==> images/layers.png <==
Bar = 20 µm.
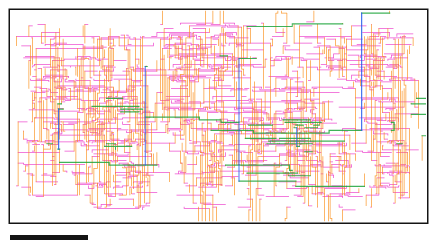
==> images/class_map.png <==
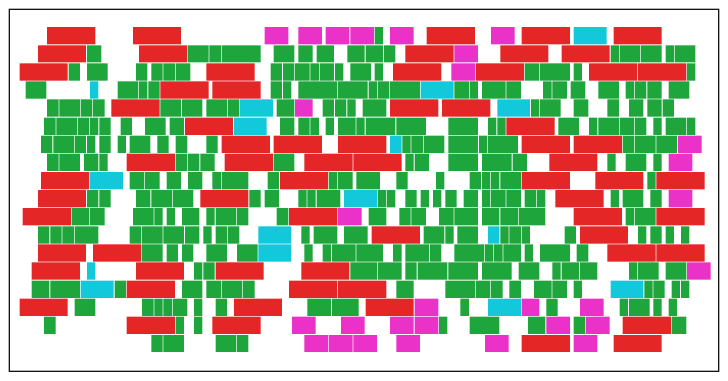
==> images/route_heat.png <==
Bar = 20 µm. 21 x 11 tiles, from dark blue (low) to red (high), scaled to the fullest tile. Values are wire area over tile area, all layers added.
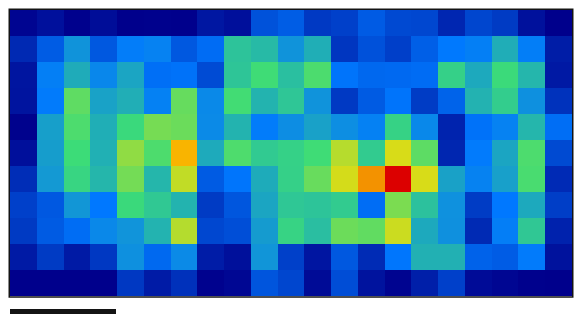
==> images/ff_map.png <==
Bar = 20 µm. Other sequential cells in the stronger gray, the rest of the logic in the fainter gray.
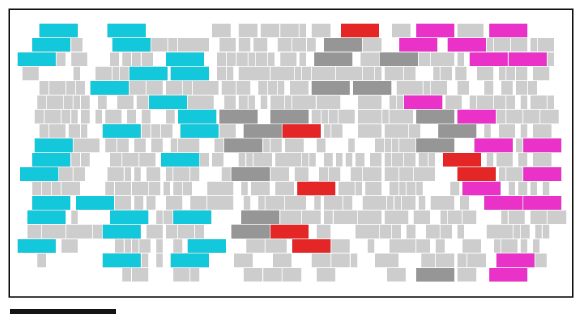
`src/rtl/display_pkg.sv`:
```
// Shared types and segment codes for the drink-machine display controller.
// All segment patterns are active-low, bit order gfedcba.
package display_pkg;

  typedef enum logic [1:0] {
    OCIOSO    = 2'd0,
    BEBIDA    = 2'd1,
    CANCELADO = 2'd2,
    ERRO      = 2'd3
  } state_t;

  localparam logic [6:0] SEG_BLANK = 7'b1111111;
  localparam logic [6:0] SEG_DASH  = 7'b0111111;
  localparam logic [6:0] SEG_E     = 7'b0000110;
  localparam logic [6:0] SEG_C     = 7'b1000110;

  localparam logic [6:0] SEG_DIGIT [10] = '{
    7'b1000000, 7'b1111001, 7'b0100100, 7'b0110000, 7'b0011001,
    7'b0010010, 7'b0000010, 7'b1111000, 7'b0000000, 7'b0010000
  };

endpackage

```
`src/rtl/controla_display_if.sv`:
```
// Bundle of the display controller's functional signals. The slave side is
// the controller itself; the master side drives the request inputs.
interface controla_display_if;
  logic       View_bebida;
  logic [6:0] seg_bebida;
  logic       sinal_cancel;
  logic       V_sense;
  logic [3:0] credito;
  logic [3:0] digits;
  logic [6:0] segments;
  logic       busy;

  modport master (
    output View_bebida, seg_bebida, sinal_cancel, V_sense, credito,
    input  digits, segments, busy
  );

  modport slave (
    input  View_bebida, seg_bebida, sinal_cancel, V_sense, credito,
    output digits, segments, busy
  );
endinterface

```
`src/rtl/decod_7seg.sv`:
```
// BCD to active-low 7-segment decoder (gfedcba); codes above 9 give blank.
module decod_7seg
  import display_pkg::*;
(
  input  logic [3:0] i_bcd,
  output logic [6:0] o_seg
);

  // Look up the digit pattern, defaulting to blank for non-BCD codes.
  always_comb begin
    // NOTE: assign a default before any branch so always_comb never infers a latch.
    o_seg = SEG_BLANK;
    if (i_bcd <= 4'd9) o_seg = SEG_DIGIT[i_bcd];
  end

endmodule

```
`src/rtl/controla_display.sv`:
```
// Display controller: holds drink / cancel / error messages for a fixed time,
// shows credit as two decimal digits, and scans the four active-low digits.
module controla_display
  import display_pkg::*;
#(
  parameter int SCAN_DIV    = 50_000,
  parameter int HOLD_CYCLES = 100_000_000
) (
  input  logic               clock,
  input  logic               reset_n,
  controla_display_if.slave  bus
);

  localparam int SCAN_W = (SCAN_DIV    > 2) ? $clog2(SCAN_DIV)    : 1;
  localparam int HOLD_W = (HOLD_CYCLES > 2) ? $clog2(HOLD_CYCLES) : 1;

  state_t             r_state;
  state_t             w_next_state;
  logic [HOLD_W-1:0]  r_hold;
  logic [HOLD_W-1:0]  w_hold_next;
  logic               w_hold_done;
  logic               w_load_latch;
  logic [6:0]         r_latch;
  logic               r_busy;

  logic [SCAN_W-1:0]  r_presc;
  logic [1:0]         r_idx;

  logic [3:0]         w_units;
  logic               w_tens_on;
  logic [3:0]         w_bcd;
  logic [6:0]         w_dec;
  logic [6:0]         w_seg_next;
  logic [3:0]         r_digits;
  logic [6:0]         r_segments;

  assign w_hold_done = (r_hold == HOLD_W'(HOLD_CYCLES - 1));

  // State register: message state, hold timer, drink latch and busy flag.
  always_ff @(posedge clock) begin
    // NOTE: every control register has a synchronous reset; there is no memory array here to leave unreset.
    if (!reset_n) begin
      // NOTE: non-blocking assignments keep all flops updating from the same pre-edge values.
      r_state <= OCIOSO;
      r_hold  <= '0;
      r_latch <= SEG_BLANK;
      r_busy  <= 1'b0;
    end else begin
      r_state <= w_next_state;
      r_hold  <= w_hold_next;
      if (w_load_latch) r_latch <= bus.seg_bebida;
      r_busy  <= (w_next_state != OCIOSO);
    end
  end

  // Next-state logic: fault beats cancel beats drink; held messages time out.
  always_comb begin
    w_next_state = r_state;
    w_hold_next  = r_hold + 1'b1;
    w_load_latch = 1'b0;
    unique case (r_state)
      OCIOSO: begin
        w_hold_next = '0;
        if (bus.V_sense)           w_next_state = ERRO;
        else if (bus.sinal_cancel) w_next_state = CANCELADO;
        else if (bus.View_bebida) begin
          w_next_state = BEBIDA;
          w_load_latch = 1'b1;
        end
      end
      BEBIDA, CANCELADO: begin
        if (bus.V_sense)  w_next_state = ERRO;
        else if (w_hold_done) w_next_state = OCIOSO;
      end
      ERRO: begin
        if (bus.V_sense)      w_hold_next  = '0;
        else if (w_hold_done) w_next_state = OCIOSO;
      end
      default: w_next_state = OCIOSO;
    endcase
    // Any state change starts the hold timer from zero.
    if (w_next_state != r_state) w_hold_next = '0;
  end

  // Scan timing: prescaler sets dwell time, index walks the four digits.
  always_ff @(posedge clock) begin
    if (!reset_n) begin
      r_presc <= '0;
      r_idx   <= 2'd0;
    end else if (r_presc == SCAN_W'(SCAN_DIV - 1)) begin
      r_presc <= '0;
      r_idx   <= r_idx + 2'd1;
    end else begin
      r_presc <= r_presc + 1'b1;
    end
  end

  // Credit is at most 15, so a single conditional subtract yields the units digit.
  assign w_tens_on = (bus.credito >= 4'd10);
  assign w_units   = w_tens_on ? (bus.credito - 4'd10) : bus.credito;
  assign w_bcd     = (r_idx == 2'd2) ? 4'd1 : w_units;

  decod_7seg u_decod (
    .i_bcd (w_bcd),
    .o_seg (w_dec)
  );

  // Output logic: choose the pattern for the digit currently being scanned.
  always_comb begin
    w_seg_next = SEG_BLANK;
    unique case (r_idx)
      2'd0: if (r_state == BEBIDA) w_seg_next = r_latch;
      2'd1: w_seg_next = (r_state == ERRO) ? SEG_DASH : w_dec;
      2'd2: begin
        if (r_state == ERRO) w_seg_next = SEG_DASH;
        else if (w_tens_on)  w_seg_next = w_dec;
      end
      2'd3: begin
        if (r_state == ERRO)           w_seg_next = SEG_E;
        else if (r_state == CANCELADO) w_seg_next = SEG_C;
      end
      default: w_seg_next = SEG_BLANK;
    endcase
  end

  // Enables and segments change on the same edge so no digit shows a neighbour's pattern.
  always_ff @(posedge clock) begin
    if (!reset_n) begin
      r_digits   <= 4'b1111;
      r_segments <= SEG_BLANK;
    end else begin
      r_digits   <= ~(4'b0001 << r_idx);
      r_segments <= w_seg_next;
    end
  end

  assign bus.digits   = r_digits;
  assign bus.segments = r_segments;
  assign bus.busy     = r_busy;

endmodule

```
`src/flat_wrapper.sv`:
```
// flat-port wrapper written by rule: the top's interface ports become plain ports
module controla_display_flat import display_pkg::*;
#(
  parameter int SCAN_DIV    = 50_000,
  parameter int HOLD_CYCLES = 100_000_000
)
  (clock, reset_n, bus_View_bebida, bus_seg_bebida, bus_sinal_cancel, bus_V_sense, bus_credito, bus_digits, bus_segments, bus_busy);
  controla_display_if bus_i ();
  input  logic clock;
  input  logic reset_n;
  input wire logic [$bits(bus_i.View_bebida)-1:0] bus_View_bebida;
  input wire logic [$bits(bus_i.seg_bebida)-1:0] bus_seg_bebida;
  input wire logic [$bits(bus_i.sinal_cancel)-1:0] bus_sinal_cancel;
  input wire logic [$bits(bus_i.V_sense)-1:0] bus_V_sense;
  input wire logic [$bits(bus_i.credito)-1:0] bus_credito;
  output wire logic [$bits(bus_i.digits)-1:0] bus_digits;
  output wire logic [$bits(bus_i.segments)-1:0] bus_segments;
  output wire logic [$bits(bus_i.busy)-1:0] bus_busy;
  assign bus_i.View_bebida = bus_View_bebida;
  assign bus_i.seg_bebida = bus_seg_bebida;
  assign bus_i.sinal_cancel = bus_sinal_cancel;
  assign bus_i.V_sense = bus_V_sense;
  assign bus_i.credito = bus_credito;
  assign bus_digits = bus_i.digits;
  assign bus_segments = bus_i.segments;
  assign bus_busy = bus_i.busy;
  controla_display #(.SCAN_DIV(SCAN_DIV), .HOLD_CYCLES(HOLD_CYCLES)) u_core (.clock(clock), .reset_n(reset_n), .bus(bus_i));
endmodule
```
`config.mk`:
```
export PLATFORM = sky130hd
export DESIGN_NAME = controla_display_flat
export DESIGN_NICKNAME = d
export VERILOG_FILES = /design/src/rtl/display_pkg.sv /design/src/rtl/controla_display_if.sv /design/src/rtl/decod_7seg.sv /design/src/rtl/controla_display.sv /design/src/flat_wrapper.sv
export SDC_FILE = /design/constraint.sdc
export NUM_CORES = 1
export LEC_CHECK = 0
export CAP_MARGIN = 20
export CORE_ASPECT_RATIO = 0.5
export CORE_UTILIZATION = 62
export CTS_CLUSTER_SIZE = 10
export DETAILED_ROUTE_END_ITERATION = 8
export PLACE_DENSITY = 0.87
export SLEW_MARGIN = 20
export SYNTH_ARGS = -nofsm -noshare
export SYNTH_HDL_FRONTEND = slang
export SYNTH_SLANG_ARGS = --single-unit
```
`constraint.sdc`:
```
create_clock -name clock -period 5.49 [get_ports clock]
set_input_delay 1.647 -clock clock [delete_from_list [all_inputs] [get_ports clock]]
set_output_delay 1.647 -clock clock [all_outputs]
set_load 0.03 [all_outputs]
```
==> results.ini <==
[outcome]
status = finished clean

[placement]
io_buffers = 27
dp.cells = 471
placed_area_um2 = 3660
place.gp.congestion = 0.865
pre_cts_slack_ns = 1.45

[routing]
routedWlPerCell_um = 14.1
post_drt_via_cell_ratio = 5.85
drt_iter0_drc = 166

[power_and_ir_drop]
p_seq_share_pct = 48.0
pg_clk_mw = 0.372
power-top-group = sequential cells
pg_comb_mw = 0.181

[synth]
ys.flop_type = dfxtp_1
async_flop_share_pct = 0
synthAoiAreaFrac_pct = 9.41
synth_flops = 66
synth_cell_type_count = 53
ys_sh_mux_pct = 2.67
synthTopLogicFamily = simple AND/OR/NAND/NOR gates

[grt]
grt_max_degree = 28

[worst_setup_path]
cp.required_ns = 5.75
r2r_end = u_core.r_hold[14]$_SDFF_PP0_
reg2reg_depth = 8

[floorplan]
die_w_um = 106
dieArea_um2 = 5760
fp_util_pct = 66.3

[finish]
syn_to_final_growth_pct = 13.7
clkbuf_count = 14
logic_gates = 290
comb_share_pct = 49.6
antenna_cells = 0

[final_timing]
clock_skew_ns = 0.0117
fmax_mhz = 269
rsz0062_at_grt = false

[job]
tool_warnings = 38
max_cap_violations = 0

[worst_hold_path]
min_from = u_core.r_presc[0]$_SDFF_PP0_
hold_path.class = register to register

[cts]
clk_latency_ns = 0.35
numCtsBuffers = 9
clock_path_buffers = 2

Notes on layers.png above:
layer	color	wire length
M1	magenta	2,880 µm
M2	orange	3,560 µm
M3	green	331 µm
M4	blue	101 µm

Notes on class_map.png above:
class	color	cells	share of their area
registers	red	66	35%
remaining logic cells	green	306	52%
clock drivers and dummy loads	cyan	16	4.9%
remaining buffers and delay cells	magenta	29	7.6%
FP Rows: 18
sequential share of cell area: 34.4%
design area: 3840 µm²

Notes on route_heat.png above:
tiles over half the peak	13%
fullest tile	0.68
nearly empty tiles	7.4%
mean over tiles	0.19

Notes on ff_map.png above:
name in the netlist	color	placed flops
u_core.bus.segments	red	7
u_core.r_hold	cyan	27
u_core.r_presc	magenta	16
not colored	16

## sequential cells by signal, summed over array words and instances, names as in the netlist
name / count
u_core.bus.busy: 1
u_core.bus.digits: 4
u_core.bus.segments: 7
u_core.r_hold: 27
u_core.r_idx: 2
u_core.r_latch: 7
u_core.r_presc: 16
u_core.r_state: 2
## worst max-delay path: cells and delay by family
| kind | cells | cell delay [ns] |
|---|---|---|
| buffers and inverters | 2 | 0.87 |
| AND/OR/NAND/NOR | 4 | 1.27 |
| AND-OR/OR-AND | 1 | 0.17 |
## routing by layer
layer  global-route usage, %  routed length [µm]  vias up
li1                        -                   -     1415
met1                    27.8                2880     1345
met2                    49.2                3560       76
met3                    9.20                 331       12
met4                    11.8                 101        0
met5                       0                   0        -
Power and IR drop assume default switching activity.
